## src/rtl/user_event_sched_pkg.sv

```systemverilog
// Shared user-event definitions: event encoding, button indices, repeat-key set.
// Latency: n/a (types and constants only).
// Backpressure: n/a.
package user_event_sched_pkg;

  typedef enum logic [2:0] {
    EV_NONE     = 3'd0,
    EV_NEW_GAME = 3'd1,
    EV_ROTATE   = 3'd2,
    EV_LEFT     = 3'd3,
    EV_RIGHT    = 3'd4,
    EV_DOWN     = 3'd5
  } user_event_t;

  // Button indices double as arbitration priority: lower index wins.
  localparam int unsigned NUM_BTN      = 5;
  localparam int unsigned BTN_NEW_GAME = 0;
  localparam int unsigned BTN_ROTATE   = 1;
  localparam int unsigned BTN_LEFT     = 2;
  localparam int unsigned BTN_RIGHT    = 3;
  localparam int unsigned BTN_DOWN     = 4;

  // Keys that auto-repeat while held (LEFT, RIGHT, DOWN).
  localparam logic [NUM_BTN-1:0] REPEAT_KEYS = 5'b11100;

  function automatic user_event_t btn_event(input int idx);
    case (idx)
      BTN_NEW_GAME: return EV_NEW_GAME;
      BTN_ROTATE:   return EV_ROTATE;
      BTN_LEFT:     return EV_LEFT;
      BTN_RIGHT:    return EV_RIGHT;
      BTN_DOWN:     return EV_DOWN;
      default:      return EV_NONE;
    endcase
  endfunction

endpackage

```

## src/rtl/user_event_fifo.sv

```systemverilog
// Synchronous show-ahead FIFO with single-cycle flush (flush+push leaves one entry).
// Latency: write visible on rdata the cycle after push; rdata is combinational from head.
// Backpressure: push ignored when full unless a pop happens the same cycle; pop ignored when empty.
//
// Ports: clk/rst_n (async active-low), push/pop/flush controls, wdata in,
//        rdata head entry (stale when empty), empty/full status.
module user_event_fifo #(
  parameter int unsigned DEPTH = 4,
  parameter type data_t = logic [7:0]
) (
  input  logic  clk,
  input  logic  rst_n,
  input  logic  push,
  input  logic  pop,
  input  logic  flush,
  input  data_t wdata,
  output data_t rdata,
  output logic  empty,
  output logic  full
);

  localparam int unsigned AW = $clog2(DEPTH);
  localparam logic [AW:0] PTR_ONE = (AW + 1)'(1);

  data_t           mem [DEPTH];
  logic [AW:0]     wr_ptr;
  logic [AW:0]     rd_ptr;
  logic            do_push;
  logic            do_pop;
  logic            wr_en;
  logic [AW-1:0]   wr_addr;

  assign empty = (wr_ptr == rd_ptr);
  assign full  = (wr_ptr[AW] != rd_ptr[AW]) && (wr_ptr[AW-1:0] == rd_ptr[AW-1:0]);

  assign do_pop  = pop && !empty;
  assign do_push = push && (!full || do_pop);

  // A flush restarts both pointers at zero, so a concurrent push lands in slot 0.
  assign wr_en   = flush ? push : do_push;
  assign wr_addr = flush ? '0 : wr_ptr[AW-1:0];

  assign rdata = mem[rd_ptr[AW-1:0]];

  always_ff @(posedge clk or negedge rst_n) begin
    if (!rst_n) begin
      wr_ptr <= '0;
      rd_ptr <= '0;
    end else if (flush) begin
      rd_ptr <= '0;
      wr_ptr <= push ? PTR_ONE : '0;
    end else begin
      if (do_push) wr_ptr <= wr_ptr + PTR_ONE;
      if (do_pop)  rd_ptr <= rd_ptr + PTR_ONE;
    end
  end

  always_ff @(posedge clk) begin
    if (wr_en) mem[wr_addr] <= wdata;
  end

endmodule

```

## src/rtl/user_event_sched.sv

```systemverilog
// Turns debounced button levels into prioritised user events queued for the game FSM.
// Latency: press sampled at edge k -> pending at k -> FIFO entry visible after edge k+1.
// Backpressure: full FIFO holds events in per-key pending bits; repeats/presses on a pending key coalesce.
//
// Ports: main_logic_clk_i, rst_i (async active-low); btn_*_i debounced levels;
//        user_event_rd_req_i pops the head; user_event_o head (EV_NONE when empty);
//        user_event_ready_o FIFO non-empty; fifo_full_o FIFO full.
module user_event_sched
  import user_event_sched_pkg::*;
#(
  parameter int unsigned FIFO_DEPTH    = 4,
  parameter int unsigned REPEAT_DELAY  = 12_500_000,
  parameter int unsigned REPEAT_PERIOD = 3_125_000
) (
  input  logic        main_logic_clk_i,
  input  logic        rst_i,
  input  logic        btn_left_i,
  input  logic        btn_right_i,
  input  logic        btn_up_i,
  input  logic        btn_down_i,
  input  logic        btn_new_game_i,
  input  logic        user_event_rd_req_i,
  output user_event_t user_event_o,
  output logic        user_event_ready_o,
  output logic        fifo_full_o
);

  localparam int unsigned CNT_W = (REPEAT_DELAY > 1) ? $clog2(REPEAT_DELAY) : 1;
  localparam logic [CNT_W-1:0] CNT_FIRE   = CNT_W'(REPEAT_DELAY - 1);
  // Reloading to DELAY-PERIOD makes the next fire land exactly PERIOD edges later.
  localparam logic [CNT_W-1:0] CNT_RELOAD = CNT_W'(REPEAT_DELAY - REPEAT_PERIOD);
  localparam logic [CNT_W-1:0] CNT_ONE    = CNT_W'(1);

  logic [NUM_BTN-1:0] btn;
  logic [NUM_BTN-1:0] btn_q;
  logic [NUM_BTN-1:0] press;
  logic [NUM_BTN-1:0] rpt_fire;
  logic [NUM_BTN-1:0] pending;
  logic [NUM_BTN-1:0] grant_vec;
  user_event_t        grant_ev;
  logic               push;
  logic               grant_ng;
  logic               fifo_empty;
  logic               fifo_full;
  user_event_t        fifo_rdata;

  assign btn[BTN_NEW_GAME] = btn_new_game_i;
  assign btn[BTN_ROTATE]   = btn_up_i;
  assign btn[BTN_LEFT]     = btn_left_i;
  assign btn[BTN_RIGHT]    = btn_right_i;
  assign btn[BTN_DOWN]     = btn_down_i;

  // btn_q is zero out of reset, so a key already held at release yields one press.
  assign press = btn & ~btn_q;

  for (genvar i = 0; i < NUM_BTN; i++) begin : g_key
    if (REPEAT_KEYS[i]) begin : g_rpt
      logic [CNT_W-1:0] cnt;
      logic             held;

      // Held means high on this and the previous sample; the press edge itself restarts the count.
      assign held        = btn[i] && btn_q[i];
      assign rpt_fire[i] = held && (cnt == CNT_FIRE);

      always_ff @(posedge main_logic_clk_i or negedge rst_i) begin
        if (!rst_i) begin
          cnt <= '0;
        end else if (!held) begin
          cnt <= '0;
        end else if (cnt == CNT_FIRE) begin
          cnt <= CNT_RELOAD;
        end else begin
          cnt <= cnt + CNT_ONE;
        end
      end
    end else begin : g_single
      assign rpt_fire[i] = 1'b0;
    end
  end

  // A full FIFO can still accept when the reader pops in the same cycle.
  assign push = (|pending) && (!fifo_full || user_event_rd_req_i);

  // Fixed priority: scan from lowest priority upward so the lowest index wins.
  always_comb begin
    grant_vec = '0;
    grant_ev  = EV_NONE;
    for (int i = NUM_BTN - 1; i >= 0; i--) begin
      if (pending[i]) begin
        grant_vec    = '0;
        grant_vec[i] = 1'b1;
        grant_ev     = btn_event(i);
      end
    end
    if (!push) begin
      grant_vec = '0;
    end
  end

  assign grant_ng = grant_vec[BTN_NEW_GAME];

  always_ff @(posedge main_logic_clk_i or negedge rst_i) begin
    if (!rst_i) begin
      btn_q   <= '0;
      pending <= '0;
    end else begin
      btn_q <= btn;
      if (grant_ng) begin
        // New game discards everything queued or waiting, including same-cycle arrivals.
        pending <= '0;
      end else begin
        // OR-ing into an already-set bit is what coalesces duplicate presses/repeats.
        pending <= (pending | press | rpt_fire) & ~grant_vec;
      end
    end
  end

  user_event_fifo #(
    .DEPTH  (FIFO_DEPTH),
    .data_t (user_event_t)
  ) u_fifo (
    .clk   (main_logic_clk_i),
    .rst_n (rst_i),
    .push  (push),
    .pop   (user_event_rd_req_i),
    .flush (grant_ng),
    .wdata (grant_ev),
    .rdata (fifo_rdata),
    .empty (fifo_empty),
    .full  (fifo_full)
  );

  assign user_event_o       = fifo_empty ? EV_NONE : fifo_rdata;
  assign user_event_ready_o = !fifo_empty;
  assign fifo_full_o        = fifo_full;

endmodule

```

## config.mk

```make
export PLATFORM = sky130hd
export DESIGN_NAME = user_event_sched
export DESIGN_NICKNAME = d
export VERILOG_FILES = /design/src/rtl/user_event_sched_pkg.sv /design/src/rtl/user_event_fifo.sv /design/src/rtl/user_event_sched.sv
export SDC_FILE = /design/constraint.sdc
export NUM_CORES = 1
export LEC_CHECK = 0
export CAP_MARGIN = 5
export CORE_MARGIN = 1.5
export CORE_UTILIZATION = 50
export CTS_BUF_LIST = sky130_fd_sc_hd__clkbuf_4
export DETAILED_ROUTE_END_ITERATION = 8
export PLACE_DENSITY = 0.69
export SLEW_MARGIN = 25
export SYNTH_ARGS = -nofsm -noshare
export SYNTH_HDL_FRONTEND = slang
export SYNTH_SLANG_ARGS = --single-unit
export TNS_END_PERCENT = 5
```

## constraint.sdc

```tcl
create_clock -name main_logic_clk_i -period 2.7 [get_ports main_logic_clk_i]
set_input_delay 0.405 -clock main_logic_clk_i [delete_from_list [all_inputs] [get_ports main_logic_clk_i]]
set_output_delay 0.405 -clock main_logic_clk_i [all_outputs]
set_load 0.05 [all_outputs]
```

**Sequential cells grouped by signal name**

Scale bar: 20 um.
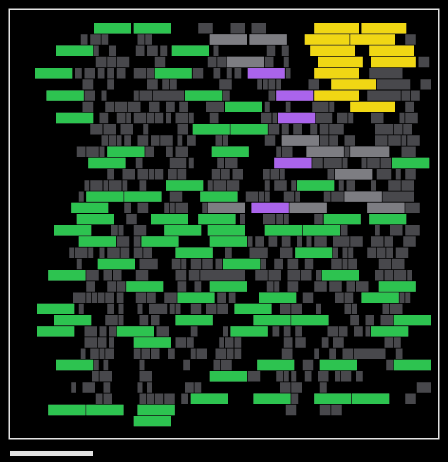
`g_key.g_rpt.cnt`: marked green, flops 72, where all over the die. `pending`: marked purple, flops 5. `u_fifo.mem`: marked yellow, flops 12, where upper right.
Seq area share: 47.0%
sequential cell area: 2560 um^2
Core Util, Final: 55.5%
sequential power: 0.00187 W

**Placed cells, one color a class**

Scale bar: 20 um. Fill, decap, tap and diode cells in gray.
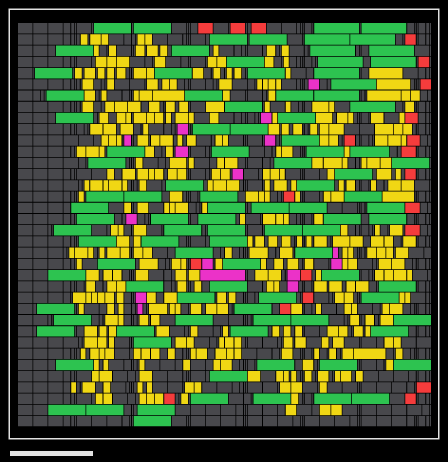
other buffers and delay cells: marked red, cells 21, share of their area 3.4%. all other logic: marked yellow, cells 379, share of their area 46%. flip-flops: marked green, cells 100, share of their area 49%. clock drivers and dummy loads: marked magenta, cells 16, share of their area 2.6%.
core box area: 9820 um^2
final instance area: 5450 um^2
FP Rows: 36

**Cell placement**

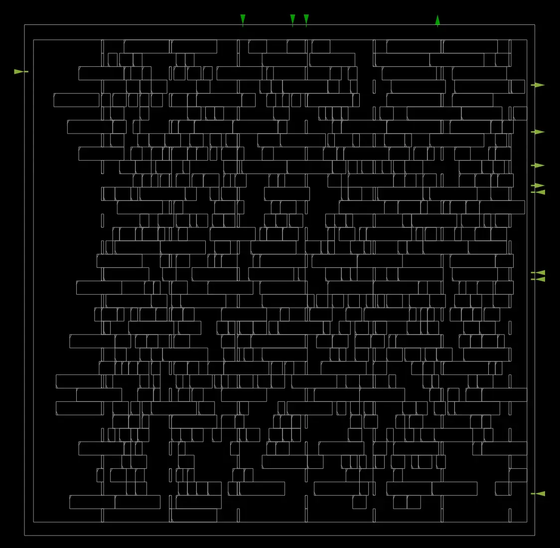
Flops: 100
final std cells w/o fill: 649

routing by layer:
layer / track usage [%] / up-vias / wire (um)
met3: 4.09 / 13 / 440
met1: 26.6 / 1911 / 4700
met2: 35.1 / 83 / 5220
li1: - / 1873 / -
met4: 5.06 / 0 / 116
met5: 0 / - / 0
layout make-up:
type | count | area share [%]
clock buffer | 9 | 1.24
clock inverter | 7 | 1.24
inverter | 9 | 0.620
multi-input combinational | 370 | 43.5
sequential | 100 | 47.0
tap | 133 | 3.05
timing repair buffer | 21 | 3.26
flip-flops by register name (all words and copies together), names as in the netlist:
signal           count
u_fifo.wr_ptr        3
g_key.g_rpt.cnt     72
u_fifo.mem          12
u_fifo.rd_ptr        3
btn_q                5
pending              5
==> impl_metrics.tcl <==
# place-and-route summary
set metrics [dict create \
    status "finished clean" \
    fin_nets 524 \
    yosys_warnings 0 \
    muxShareOfSynthArea_pct 1.97 \
    synthTopCellsByArea "dfrtp_1 (43%), edfxtp_1 (7.1%), xor2_1 (4.1%)" \
    drive_above_1_share_pct 9.30 \
    clock_latency_ns 0.44 \
    syn_area_per_cell_um2 10.2 \
    synth-edff-count 12 \
    top_power_group "sequential cells" \
    async_reset_ff_share_pct 88.0 \
    synth-seq-cells 100 \
    log.warning_count 26 \
    aoi_share_pct 10.7 \
    powerComb_w 0.00106 \
    worstRegToRegCells 4 \
    cts_root_buf "clkbuf_4" \
    p_per_area_nw_per_um2 680 \
    syn_nets 512 \
    crit_buf_inv 2 \
    start_kind "flip-flop" \
    logic_family "simple AND/OR/NAND/NOR gates" \
    top_cell "dfrtp_1" \
    htree_levels 3 \
    antenna_found_initial 0 \
    clk-power_w 0.000772 \
    finalSetupViolations 0 \
    critical_path.cell_chain "xor2_1 > or2_2 > nor2_2 > inv_1 > dlygate4sd2_1" \
    yosysTopAreaCell "dfrtp_1" \
    path_clk_slew_ns 0.16 \
    firstDrtPassIters 4 \
    hold_viol_final 0 \
    slew_viol_final 0 \
    place_area_um2 5300 \
    crit_start "u_fifo.rd_ptr[1]$_DFFE_PN0P_" \
    grt_pass1_wl_mm 18.1 \
    route.detailed.drc 0 \
    p_int_w 0.00239 \
    synthFlopType "dfrtp_1" \
    syn_inst 499 \
    slowest_stage "dlygate4sd2_1" \
    io_pins 13 \
    grt_remaining_overflow 0 \
    finalCriticalPeriod_ns 2.57 \
    p_comb_share_pct 28.7 \
    comb_area_um2 2370 \
    rsz0062_at_grt "no" \
    synth_seq_share_pct 50.5 \
    critPathMaxStageDelay_ns 0.51 \
    grt_util_all_layers_pct 20.4 \
    cts-resized-gates 2 \
    synthSimpleGateAreaFrac_pct 26.4 \
    n_antenna_cell 0 \
    routed_wl_mm 10.5 \
    fp.dieW_um 104 \
    r2r_start "u_fifo.rd_ptr[1]$_DFFE_PN0P_" \
    mappedNetlistArea_um2 5070 \
    total_power_w 0.00371 \
    p_sw_share_pct 35.5 \
    die_h_um 104 \
    period_used_pct 95.1 \
    worstSetupEndpoint "user_event_ready_o" \
    p_sw_w 0.00131 \
    skew_ns 0.0159 \
    critPathRequiredTime_ns 2.30 \
    cts_hold_buf 1 \
    ys_area_um2 5070 \
    dpl.hpwl_mm 7.42 \
    synth.top_cells.by_count "dfrtp_1 (88), nor2_1 (51), a21oi_1 (39)" \
    maxSlewHeadroom_pct 53.3 \
    place.port_buffers 12 \
    fill_cells 917 \
    cp.arrival_ns 2.16 \
    vias 3880 \
    final_common_cell "dfrtp_1" \
    r2r_setup_slack_ns 0.49 \
    tns_ns 0 \
    fin_hold_ws_ns 0.428 \
    antenna_left 0 \
    power.leakage_nw 2.13 \
    dp.cells 632 \
    cts.path.max_buffers 2 \
    grt_pass1_vias 3779 \
    cts_buffers 9 \
    p_clk_share_pct 20.8 \
    crit_fanout 6 \
    drt_iter0_markers 188 \
    ys_cells 499 \
    tightest_slew_ns 0.695 \
    hold_class "primary input to async pin" \
    syn2layout_area_growth_pct 7.45 \
    postCtsSetupBuffers 0 \
    synth_cell_type_count 49 \
    wire_per_inst_um 16.1 \
    xor_share_pct 6.39 \
]
No activity file was given, so power comes from the tool's default toggle rates.
